**src/rtl/vga_pkg.sv**
```systemverilog
// Shared 800x600@72 Hz VGA timing constants, pixel format and capture FSM encoding.
// Used by both the display-side pipeline and the frame-capture block.
package vga_pkg;

  // Horizontal timing, in pixel clocks
  localparam int unsigned H_SYNC   = 120;
  localparam int unsigned H_BP     = 64;
  localparam int unsigned H_ACTIVE = 800;
  localparam int unsigned H_FP     = 56;

  // Vertical timing, in lines
  localparam int unsigned V_SYNC   = 6;
  localparam int unsigned V_BP     = 23;
  localparam int unsigned V_ACTIVE = 600;
  localparam int unsigned V_FP     = 37;

  // Pixel format {R[11:8], G[7:4], B[3:0]}
  localparam int unsigned RGB_W    = 12;

  // Capture decimation and VRAM address width
  localparam int unsigned SCALE    = 4;
  localparam int unsigned DW       = 15;

  typedef enum logic [1:0] {
    StIdle,
    StWaitVs,
    StCapture
  } cap_state_t;

endpackage

```
**src/rtl/vga_sync_tracker.sv**
```systemverilog
// Registers the incoming VGA stream, detects sync edges and tracks the pixel position.
// The position and sample strobe are aligned with the registered pixel rgb_q (pix).
module vga_sync_tracker #(
  parameter int unsigned H_SYNC   = vga_pkg::H_SYNC,
  parameter int unsigned H_BP     = vga_pkg::H_BP,
  parameter int unsigned H_ACTIVE = vga_pkg::H_ACTIVE,
  parameter int unsigned V_SYNC   = vga_pkg::V_SYNC,
  parameter int unsigned V_BP     = vga_pkg::V_BP,
  parameter int unsigned V_ACTIVE = vga_pkg::V_ACTIVE,
  parameter int unsigned SCALE    = vga_pkg::SCALE
) (
  input  logic                       pclk,
  input  logic                       rst,
  input  logic                       hs,
  input  logic                       vs,
  input  logic [vga_pkg::RGB_W-1:0]  rgb,
  output logic [vga_pkg::RGB_W-1:0]  pix,
  output logic                       vs_rise,
  output logic                       sample
);

  localparam logic [10:0] HOFF  = 11'(H_SYNC + H_BP);
  localparam logic [10:0] HEND  = 11'(H_SYNC + H_BP + H_ACTIVE);
  localparam logic [10:0] VOFF  = 11'(V_SYNC + V_BP);
  localparam logic [10:0] VEND  = 11'(V_SYNC + V_BP + V_ACTIVE);
  localparam logic [10:0] SMASK = 11'(SCALE - 1);
  localparam logic [10:0] CMAX  = 11'h7ff;

  logic                      hs_q, hs_qq, vs_q, vs_qq;
  logic [vga_pkg::RGB_W-1:0] rgb_q;
  logic [10:0]               h_cnt_q, v_cnt_q, h_cnt, v_cnt, x, y;
  logic                      hs_rise, x_act, y_act;

  // Input register stage plus a second sync copy for edge detection
  always_ff @(posedge pclk or posedge rst) begin
    if (rst) begin
      hs_q    <= 1'b0;
      hs_qq   <= 1'b0;
      vs_q    <= 1'b0;
      vs_qq   <= 1'b0;
      rgb_q   <= '0;
      h_cnt_q <= '0;
      v_cnt_q <= '0;
    end else begin
      hs_q    <= hs;
      hs_qq   <= hs_q;
      vs_q    <= vs;
      vs_qq   <= vs_q;
      rgb_q   <= rgb;
      h_cnt_q <= h_cnt;
      v_cnt_q <= v_cnt;
    end
  end

  assign hs_rise = hs_q & ~hs_qq;
  assign vs_rise = vs_q & ~vs_qq;

  // Position of the pixel now in rgb_q: h_cnt is 0 in the cycle hs_q first reads high
  always_comb begin
    h_cnt = (h_cnt_q == CMAX) ? h_cnt_q : h_cnt_q + 11'd1;
    if (hs_rise) h_cnt = '0;
    v_cnt = v_cnt_q;
    if (vs_rise) begin
      v_cnt = '0;
    end else if (hs_rise && v_cnt_q != CMAX) begin
      v_cnt = v_cnt_q + 11'd1;
    end
  end

  assign x      = h_cnt - HOFF;
  assign y      = v_cnt - VOFF;
  assign x_act  = (h_cnt >= HOFF) && (h_cnt < HEND);
  assign y_act  = (v_cnt >= VOFF) && (v_cnt < VEND);
  assign sample = x_act && y_act && ((x & SMASK) == '0) && ((y & SMASK) == '0);
  assign pix    = rgb_q;

endmodule

```
**src/rtl/vga_frame_capture.sv**
```systemverilog
// Captures one (or a stream of) decimated VGA frames into a VRAM write port.
// Writes arrive in raster order, so the VRAM address is a plain write counter.
module vga_frame_capture #(
  parameter int unsigned H_SYNC   = vga_pkg::H_SYNC,
  parameter int unsigned H_BP     = vga_pkg::H_BP,
  parameter int unsigned H_ACTIVE = vga_pkg::H_ACTIVE,
  parameter int unsigned V_SYNC   = vga_pkg::V_SYNC,
  parameter int unsigned V_BP     = vga_pkg::V_BP,
  parameter int unsigned V_ACTIVE = vga_pkg::V_ACTIVE,
  parameter int unsigned SCALE    = vga_pkg::SCALE,
  parameter int unsigned DW       = vga_pkg::DW
) (
  input  logic                      pclk,
  input  logic                      rst,
  input  logic                      start,
  input  logic                      cont,
  input  logic                      hs,
  input  logic                      vs,
  input  logic [vga_pkg::RGB_W-1:0] rgb,
  output logic                      we,
  output logic [DW-1:0]             waddr,
  output logic [vga_pkg::RGB_W-1:0] wdata,
  output logic                      busy,
  output logic                      done,
  output logic                      frame_err
);

  localparam int unsigned H_LEN = H_ACTIVE / SCALE;
  localparam int unsigned V_LEN = V_ACTIVE / SCALE;
  localparam logic [DW-1:0] LAST = DW'(H_LEN * V_LEN - 1);

  vga_pkg::cap_state_t       state;
  logic [DW-1:0]             wcnt;
  logic [vga_pkg::RGB_W-1:0] pix;
  logic                      vs_rise, sample;

  vga_sync_tracker #(
    .H_SYNC   (H_SYNC),
    .H_BP     (H_BP),
    .H_ACTIVE (H_ACTIVE),
    .V_SYNC   (V_SYNC),
    .V_BP     (V_BP),
    .V_ACTIVE (V_ACTIVE),
    .SCALE    (SCALE)
  ) u_sync (
    .pclk    (pclk),
    .rst     (rst),
    .hs      (hs),
    .vs      (vs),
    .rgb     (rgb),
    .pix     (pix),
    .vs_rise (vs_rise),
    .sample  (sample)
  );

  // Capture FSM with registered VRAM port; busy drops one cycle after leaving capture
  always_ff @(posedge pclk or posedge rst) begin
    if (rst) begin
      state     <= vga_pkg::StIdle;
      wcnt      <= '0;
      we        <= 1'b0;
      waddr     <= '0;
      wdata     <= '0;
      busy      <= 1'b0;
      done      <= 1'b0;
      frame_err <= 1'b0;
    end else begin
      we   <= 1'b0;
      done <= 1'b0;
      unique case (state)
        vga_pkg::StIdle: begin
          busy <= 1'b0;
          if (start) begin
            state     <= vga_pkg::StWaitVs;
            busy      <= 1'b1;
            frame_err <= 1'b0;
          end
        end
        vga_pkg::StWaitVs: begin
          if (vs_rise) begin
            state <= vga_pkg::StCapture;
            wcnt  <= '0;
          end
        end
        vga_pkg::StCapture: begin
          if (vs_rise) begin
            // New frame began before the image was complete
            frame_err <= 1'b1;
            state     <= vga_pkg::StIdle;
          end else if (sample) begin
            we    <= 1'b1;
            waddr <= wcnt;
            wdata <= pix;
            wcnt  <= wcnt + DW'(1);
            if (wcnt == LAST) begin
              done  <= 1'b1;
              state <= cont ? vga_pkg::StWaitVs : vga_pkg::StIdle;
            end
          end
        end
        default: state <= vga_pkg::StIdle;
      endcase
    end
  end

endmodule

```
**config.mk**
```make
export PLATFORM = sky130hd
export DESIGN_NAME = vga_frame_capture
export DESIGN_NICKNAME = d
export VERILOG_FILES = /design/src/rtl/vga_pkg.sv /design/src/rtl/vga_sync_tracker.sv /design/src/rtl/vga_frame_capture.sv
export SDC_FILE = /design/constraint.sdc
export NUM_CORES = 1
export LEC_CHECK = 0
export ABC_AREA = 1
export CAP_MARGIN = 40
export CORE_MARGIN = 3
export CORE_UTILIZATION = 45
export CTS_BUF_LIST = sky130_fd_sc_hd__clkbuf_4
export CTS_CLUSTER_SIZE = 16
export DETAILED_ROUTE_END_ITERATION = 7
export HOLD_SLACK_MARGIN = 0.05
export MAX_ROUTING_LAYER = met4
export PLACE_DENSITY = 0.66
export SYNTH_ARGS = -nofsm -noshare
export SYNTH_HDL_FRONTEND = slang
export SYNTH_HIERARCHICAL = 1
export SYNTH_SLANG_ARGS = --single-unit
```
**constraint.sdc**
```tcl
create_clock -name pclk -period 2.22 [get_ports pclk]
set_clock_uncertainty 0.05 [all_clocks]
set_input_delay 0.444 -clock pclk [delete_from_list [all_inputs] [get_ports pclk]]
set_output_delay 0.444 -clock pclk [all_outputs]
set_load 0.05 [all_outputs]
```
==> impl_metrics.toml, run 1 <==
# physical design summary
[status]
outcome = "finished with violations"
violations = "setup timing"

[worst_setup_path]
cp_max_fo = 12
cp-end-kind = "flop"
worstSetupPathType = "flop to flop"
reg2reg_depth = 20
ff2ff_setup_slack_ns = -0.47
r2r-start = "u_sync/v_cnt_q[1]"
cp_data_required_time_ns = 2.52
arrival_ns = 2.99
cp-start-kind = "flop"
r2r-end = "waddr[9]"

[place]
dp_hpwl_microns = 6910
place_ws_ns = -0.509
gp_congestion = 0.862
io_buffers = 48
dpl.cell_count = 710

[synthesis]
adder_share_pct = 0.900
ys_top_logic_family = "simple AND/OR/NAND/NOR gates"
simple_gate_share_pct = 33.1
ys_area_sq_um = 4170
synth_flops = 86
yosys_warnings = 6
syn-num-nets = 540
ys_seq_share_pct = 51.6
aoi_share_pct = 4.20
synthMuxAreaShare_pct = 0
avgSynthCellArea_sq_um = 8.04
netlist_area_sq_um = 4170
synth_cell_types = 30
postSynthCellCount = 519
ys_cells = 519
xor_share_pct = 1.26

[sta]
slew_violations = 0
fin_ws_ns = -0.472
fin_crit_sh_pct = 121
tightest_slew_ns = 0.546
final_hold_viol_count = 0
setup_viol = 46
min_period_ns = 2.69
max_freq_mhz = 372
rsz0062_at_grt = "true"
slew_headroom_pct = 63.5
timing.hold.ws_ns = 0.299

[layout]
nNetsFinal = 648
seq_area_sq_um = 2150
area_growth_pct = 35.4
fillers = 752
diodes = 0
lay_top_count = "nand2_1"
drive_above_1_share_pct = 25.6
logic_area_sq_um = 1920
fin_cells = 740
layout_top_cells = "nand2_1, dfrtp_1, inv_1"
reg_top3 = "waddr (15), wcnt (15)"

[clocking]
hold_buffers = 0
path_clk_slew_ns = 0.16
cts_tree = "done"
cts_buffers = 9
clock.latency.late_pin_ns = 0.46
clockBufferDepth = 2
htreeDepth = 3
clkSinkCount = 86
root_buffer = "clkbuf_4"

[floorplan]
std_cell_rows = 34
fp.coreArea_sq_um = 8850
die_area_sq_um = 10500
fp-utilization_pct = 47.1
die_w_microns = 102
ios = 49
fp.dieH_microns = 102

[grt]
grt_max_degree = 49
antenna_found_initial = 0
grt_pass1_wl_microns = 15700
grtUsageTotal_pct = 19.9
grt_pass1_vias = 3381
grt_overflow = 0

[power_and_ir_drop]
pg_clk_w = 0.000815
leakage_nw = 2.94
seq_cell_power_w = 0.00172
power.density_nw_per_um2 = 553
power_leader = "sequential cells"
p_sw_w = 0.000997
ir_worst_vdd_uv = 337
internal_power_w = 0.00213
p_comb_share_pct = 18.8
clock_power_share_pct = 26.1
seq_power_share_pct = 55.1
switching_share_pct = 31.9
comb_power_w = 0.000587

[routing]
routedWlPerCell_microns = 13.4
dr.pass1.iters = 5
final_antenna_net_count = 0
vias_per_cell = 4.96
drtIter0Drc = 229
drcViolationCount = 0
wirelength_microns = 9890
route.vias.total = 3672

[min_path]
hp-class = "input port to async pin"

[job]
warning_count = 29
maxCapViolations = 0
-- run 1: cell type report --
class | count | area share, %
Clock inverter | 7 | 0.997
Multi-Input combinational cell | 345 | 34.0
Timing Repair Buffer | 107 | 17.9
Clock buffer | 9 | 1.20
Inverter | 78 | 5.36
Tap cell | 108 | 2.39
Sequential cell | 86 | 38.1
-- run 1: metal layers --
layer	wire length [microns]	track usage, %
met4	139	6.16
met5	0	-
met1	4600	27.7
met3	494	3.89
met2	4650	29.6
-- run 1: synthesized netlist by cell type (all sizes together) --
| master | n | area share, % |
|---|---|---|
| nand2 | 167 | 16 |
| buf | 10 | 1.7 |
| nor3 | 10 | 1.3 |
| a21oi | 10 | 1.2 |
| a22o | 1 | 0.21 |
| xor2 | 2 | 0.42 |
| dfrtp | 86 | 52 |
| ha | 3 | 0.90 |
| xnor2 | 4 | 0.84 |
| o21ai | 21 | 2.6 |
| nand3b | 2 | 0.36 |
| clkbuf | 2 | 0.18 |
| nand4 | 12 | 1.8 |
| o21a | 1 | 0.18 |
| nand3 | 41 | 5.9 |
| inv | 78 | 7.0 |
| nor2 | 69 | 7.7 |
-- run 1: critical path, stage by stage, from the launching register on --
cell and delay (ns):
dfrtp_1 0.38, ha_2 0.20, nand2_2 0.07, nor2_4 0.12
nand3_4 0.16, nand2_8 0.13, nand2_2 0.07, nand2_4 0.07
nand2_1 0.05, nor2_1 0.10, nand3_1 0.08, nor2_1 0.11
nand3_1 0.09, nor2_2 0.15, inv_2 0.06, nor2_4 0.17
buf_4 0.15, nand2_4 0.08, clkbuf_16 0.19, nand2_1 0.05
o21ai_0 0.07
-- run 1: worst max-delay path by stage --
stage / cells past startpoint / slack (ns) / endpoint / start
2_1_floorplan: 21 / -0.18 / wcnt[11] / u_sync/h_cnt_q[0]
3_3_place_gp: 21 / -0.44 / wcnt[12] / u_sync/v_cnt_q[0]
3_5_place_dp: 21 / -0.51 / wcnt[12] / u_sync/v_cnt_q[0]
4_1_cts: 20 / -0.39 / wcnt[4] / u_sync/v_cnt_q[1]
5_1_grt: 18 / -0.65 / waddr[4] / u_sync/v_cnt_q[1]
6_report: 20 / -0.47 / waddr[9] / u_sync/v_cnt_q[1]
-- run 1: kinds of logic (layout without fill, tap and decap cells) --
group	Yosys count	in the layout
XOR/XNOR	6	6
adder cells (fa/ha/maj)	3	3
buffers and inverters	90	201
AND/OR/NAND/NOR	301	303
flip-flops	86	86
AND-OR/OR-AND	33	33
-- run 1: timing repair --
item,in CTS,in global routing
resized,20,64
endpoints found under the setup margin,46,50
gates cloned,1,3
setup buffers,7,3
pin swaps,21,24
-- run 1: metrics by stage --
| stage | utilization (%) | instance area [sq um] | setup TNS (ns) | power (W) |
|---|---|---|---|---|
| after floorplan | - | 4190 | -3.88 | 0.00206 |
| after global placement | 57.6 | 5100 | -17.88 | 0.00225 |
| after detailed placement | 57.6 | 5100 | -20.03 | 0.00226 |
| after CTS | 60.6 | 5360 | -15.04 | 0.00311 |
| after global routing | 63.8 | 5650 | -26.95 | 0.00329 |
| final | 63.8 | 5650 | -18.45 | 0.00312 |
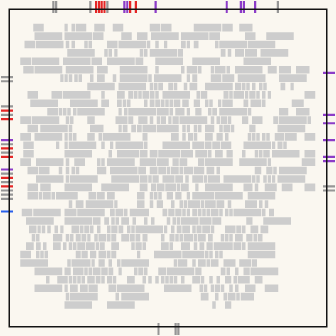
Run 1: I/O pins on the die edge
Pins as bars across the die edge, other pins in grey.
Red stands for wdata, pins 12, direction output, edge 6 west, 6 north. Blue stands for vs, pins 1, direction input, edge west. Purple stands for waddr, pins 15, direction output, edge 7 north, 6 east, 2 west.

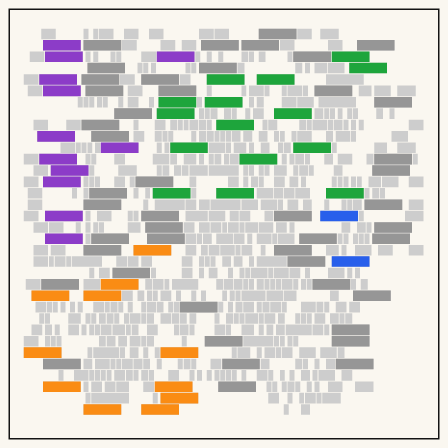
Run 1: register map, names as in the netlist
Orange stands for u_sync/h_cnt_q, sequential cells 11. Purple stands for u_sync/pix, sequential cells 12. Blue stands for state, sequential cells 2. Green stands for wcnt, sequential cells 15, where north.

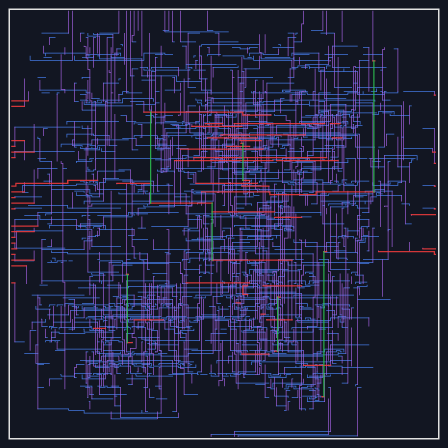
Run 1: signal wires by layer
Blue stands for M1, wire length 4,600 microns. Green stands for M4, wire length 139 microns. Red stands for M3, wire length 494 microns. Purple stands for M2, wire length 4,650 microns.

Run 1, selected gate families:
The bar under the picture is 20 microns long.
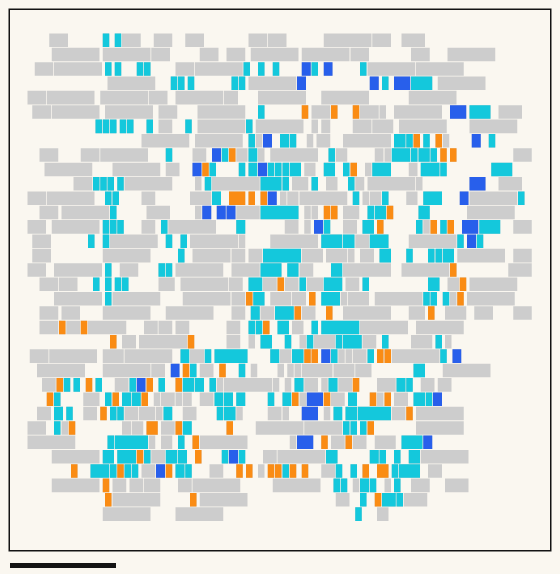

==> run 1 -> run 2 <==
--- a/config.mk
+++ b/config.mk
@@ -12,9 +12,10 @@
 export CTS_BUF_LIST = sky130_fd_sc_hd__clkbuf_4
 export CTS_CLUSTER_SIZE = 16
 export DETAILED_ROUTE_END_ITERATION = 7
+export DONT_BUFFER_PORTS = 1
 export HOLD_SLACK_MARGIN = 0.05
 export MAX_ROUTING_LAYER = met4
-export PLACE_DENSITY = 0.66
+export PLACE_DENSITY = 0.59
 export SYNTH_ARGS = -nofsm -noshare
 export SYNTH_HDL_FRONTEND = slang
 export SYNTH_HIERARCHICAL = 1
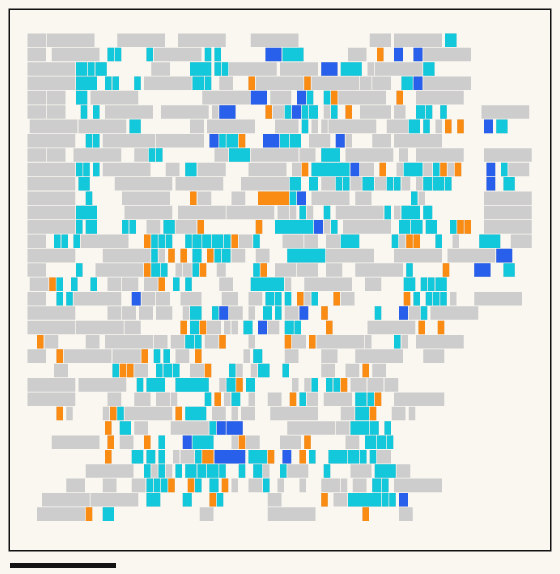
Run 2: selected gate families
The bar under the picture is 20 microns long.
Blue stands for aoi and oai cells, cells 31. Orange stands for inv cells, cells 78, most used inv_1. Cyan stands for nand cells, cells 223, most used nand2_1, where widely spread.

==> impl_metrics.toml, run 2 <==
# physical design summary
[worst_setup_path]
cp-end-kind = "flop"
arrival_ns = 3.00
cp-start-kind = "flop"
cp_data_required_time_ns = 2.51
cp_max_fo = 8

[synthesis]
xor_share_pct = 1.26
ys_cells = 519
ys_top_logic_family = "simple AND/OR/NAND/NOR gates"
syn-num-nets = 540
yosys_warnings = 6
synth_top_cell_by_area = "dfrtp_1"
synth_flops = 86
aoi_share_pct = 4.20
postSynthCellCount = 519
synthMuxAreaShare_pct = 0
edf_count = 0
ys_seq_share_pct = 51.6
topCellsByArea = "dfrtp_1, nand2_1, inv_1, nor2_1, nand3_1"
simple_gate_share_pct = 33.1
netlist_area_sq_um = 4170
synth_cell_types = 30
yosys.area.top_type_share_pct = 51.6
async_reset_ff_share_pct = 100
netlist_top_cells_count = "nand2_1, dfrtp_1, inv_1"
ys_area_sq_um = 4170
adder_share_pct = 0.900
synth_top_cell_by_count = "nand2_1"
avgSynthCellArea_sq_um = 8.04

[power_and_ir_drop]
ir_worst_vdd_uv = 449
leakage_nw = 2.83
power.density_nw_per_um2 = 592

[grt]
grtUsageTotal_pct = 20.7
grt_overflow = 0
grt_pass1_wl_microns = 16300
antenna_found_initial = 0
grt_max_degree = 39
grt_pass1_vias = 3473

[layout]
reg_top3 = "waddr (15), wcnt (15)"
fillers = 751
lay_top_count = "nand2_1"
nNetsFinal = 624
finish.utilization_pct = 61.7
area_growth_pct = 30.8
layout_top_cells = "nand2_1, dfrtp_1, inv_1"
diodes = 0
drive_above_1_share_pct = 29.3

[routing]
vias_per_cell = 5.03
drtIter0Drc = 142
routedWlPerCell_microns = 14.1
final_antenna_net_count = 0
drcViolationCount = 0
dr.pass1.iters = 5
wirelength_microns = 10100

[sta]
setup_viol = 46
min_period_ns = 2.71
fin_crit_sh_pct = 122
slew_headroom_pct = 63.0
fin_ws_ns = -0.486
tightest_slew_ns = 0.555
max_freq_mhz = 370
final_hold_viol_count = 0
timing.hold.ws_ns = 0.139
slew_violations = 0
rsz0062_at_grt = "true"

[floorplan]
fp-utilization_pct = 47.1
die_area_sq_um = 10500
fp.coreArea_sq_um = 8850
die_w_microns = 102
std_cell_rows = 34
ios = 49
fp.dieH_microns = 102

[place]
io_buffers = 0
gp_congestion = 0.887
dp_hpwl_microns = 6810

[min_path]
hp-class = "input port to flop"

[clocking]
htreeDepth = 3
cts_buffers = 9
clockBufferDepth = 2
clock.latency.late_pin_ns = 0.45
cts_tree = "done"
root_buffer = "clkbuf_4"
path_clk_slew_ns = 0.15
clkSinkCount = 86

[job]
warning_count = 29

[status]
outcome = "finished with violations"
violations = "setup timing"
run 2: timing repair:
item	4_1_cts	5_1_grt
setup endpoints to repair	46	46
gates resized	25	76
setup buffers	8	4
hold buffers	15	0
pin swaps	6	33
endpoints found under the hold margin	75	0
cloned	2	2
run 2: cell families (layout without fill, tap and decap cells):
group / Yosys count / after routing
AND/OR/NAND/NOR: 301 / 302
XOR/XNOR: 6 / 6
flip-flops: 86 / 86
buffers and inverters: 90 / 178
AND-OR/OR-AND: 33 / 33
adder cells (fa/ha/maj): 3 / 3
run 2: critical path: stages (launching register included):
cell and delay (ns):
dfrtp_1 0.38, ha_2 0.22, nand3_4 0.10, nor2_4 0.16
nand3_4 0.12, buf_6 0.14, buf_4 0.11, nand3_1 0.07
nand2_1 0.06, inv_2 0.07, nand3_1 0.07, nor2_1 0.10
nor2_1 0.05, nand3_1 0.09, nor2_2 0.06, inv_2 0.07
nor2_4 0.05, nand2_8 0.15, clkinv_8 0.10, buf_12 0.14
buf_16 0.14, nand2_1 0.05, nand2_1 0.05
run 2: power breakdown:
part	total (W)	switching, W	internal (W)
Sequential	0.00178	0.000141	0.00164
Clock	0.000947	0.000589	0.000358
Combinational	0.000497	0.000277	0.000220
Total	0.00323	0.00101	0.00222
run 2: metal layers:
| layer | share of wire, % | wire length, microns | GRT usage (%) |
|---|---|---|---|
| met2 | 46 | 4660 | 30.4 |
| met4 | 0.92 | 93 | 5.25 |
| met1 | 47 | 4710 | 28.9 |
| met3 | 6.2 | 629 | 5.12 |
| met5 | 0 | 0 | - |
run 2: final cells by class:
cell class | instances | area [sq um] | area share, %
clock buffers | 9 | 67.6 | 1.24
flip-flops and latches | 86 | 2150 | 39.5
clock inverters | 7 | 78.8 | 1.44
well taps | 108 | 135 | 2.48
inverters | 78 | 308 | 5.64
multi-input cells | 344 | 1940 | 35.5
repair buffers | 84 | 777 | 14.2
run 2: path summary, 6_finish.rpt:
| check | start | slack (ns) | to | cells past startpoint |
|---|---|---|---|---|
| max reg2reg | u_sync/h_cnt_q[1] | -0.49 | wdata[5] | 22 |
| max | u_sync/h_cnt_q[1] | -0.49 | wdata[5] | 22 |
| min | start | 0.14 | busy | 2 |
| min in group asynchronous | rst | 0.45 | waddr[1] | 2 |
| min reg2reg | u_sync/vs_q | 0.35 | u_sync/vs_qq | 0 |
| max in group asynchronous | rst | 1.12 | done | 3 |
run 2: stage by stage:
step | TNS, ns | std cells | setup WS (ns) | power, W | area, sq um
final | -18.35 | 716 | -0.486 | 0.00323 | 5460
after global routing | -27.91 | 716 | -0.669 | 0.00338 | 5460
after CTS | -14.44 | 712 | -0.387 | 0.00320 | 5150
after detailed placement | -16.40 | 673 | -0.464 | 0.00222 | 4700
after global placement | -13.68 | 673 | -0.369 | 0.00222 | 4700
after floorplan | -3.88 | 519 | -0.177 | 0.00206 | 4190
No activity file was given, so power comes from the tool's default toggle rates.
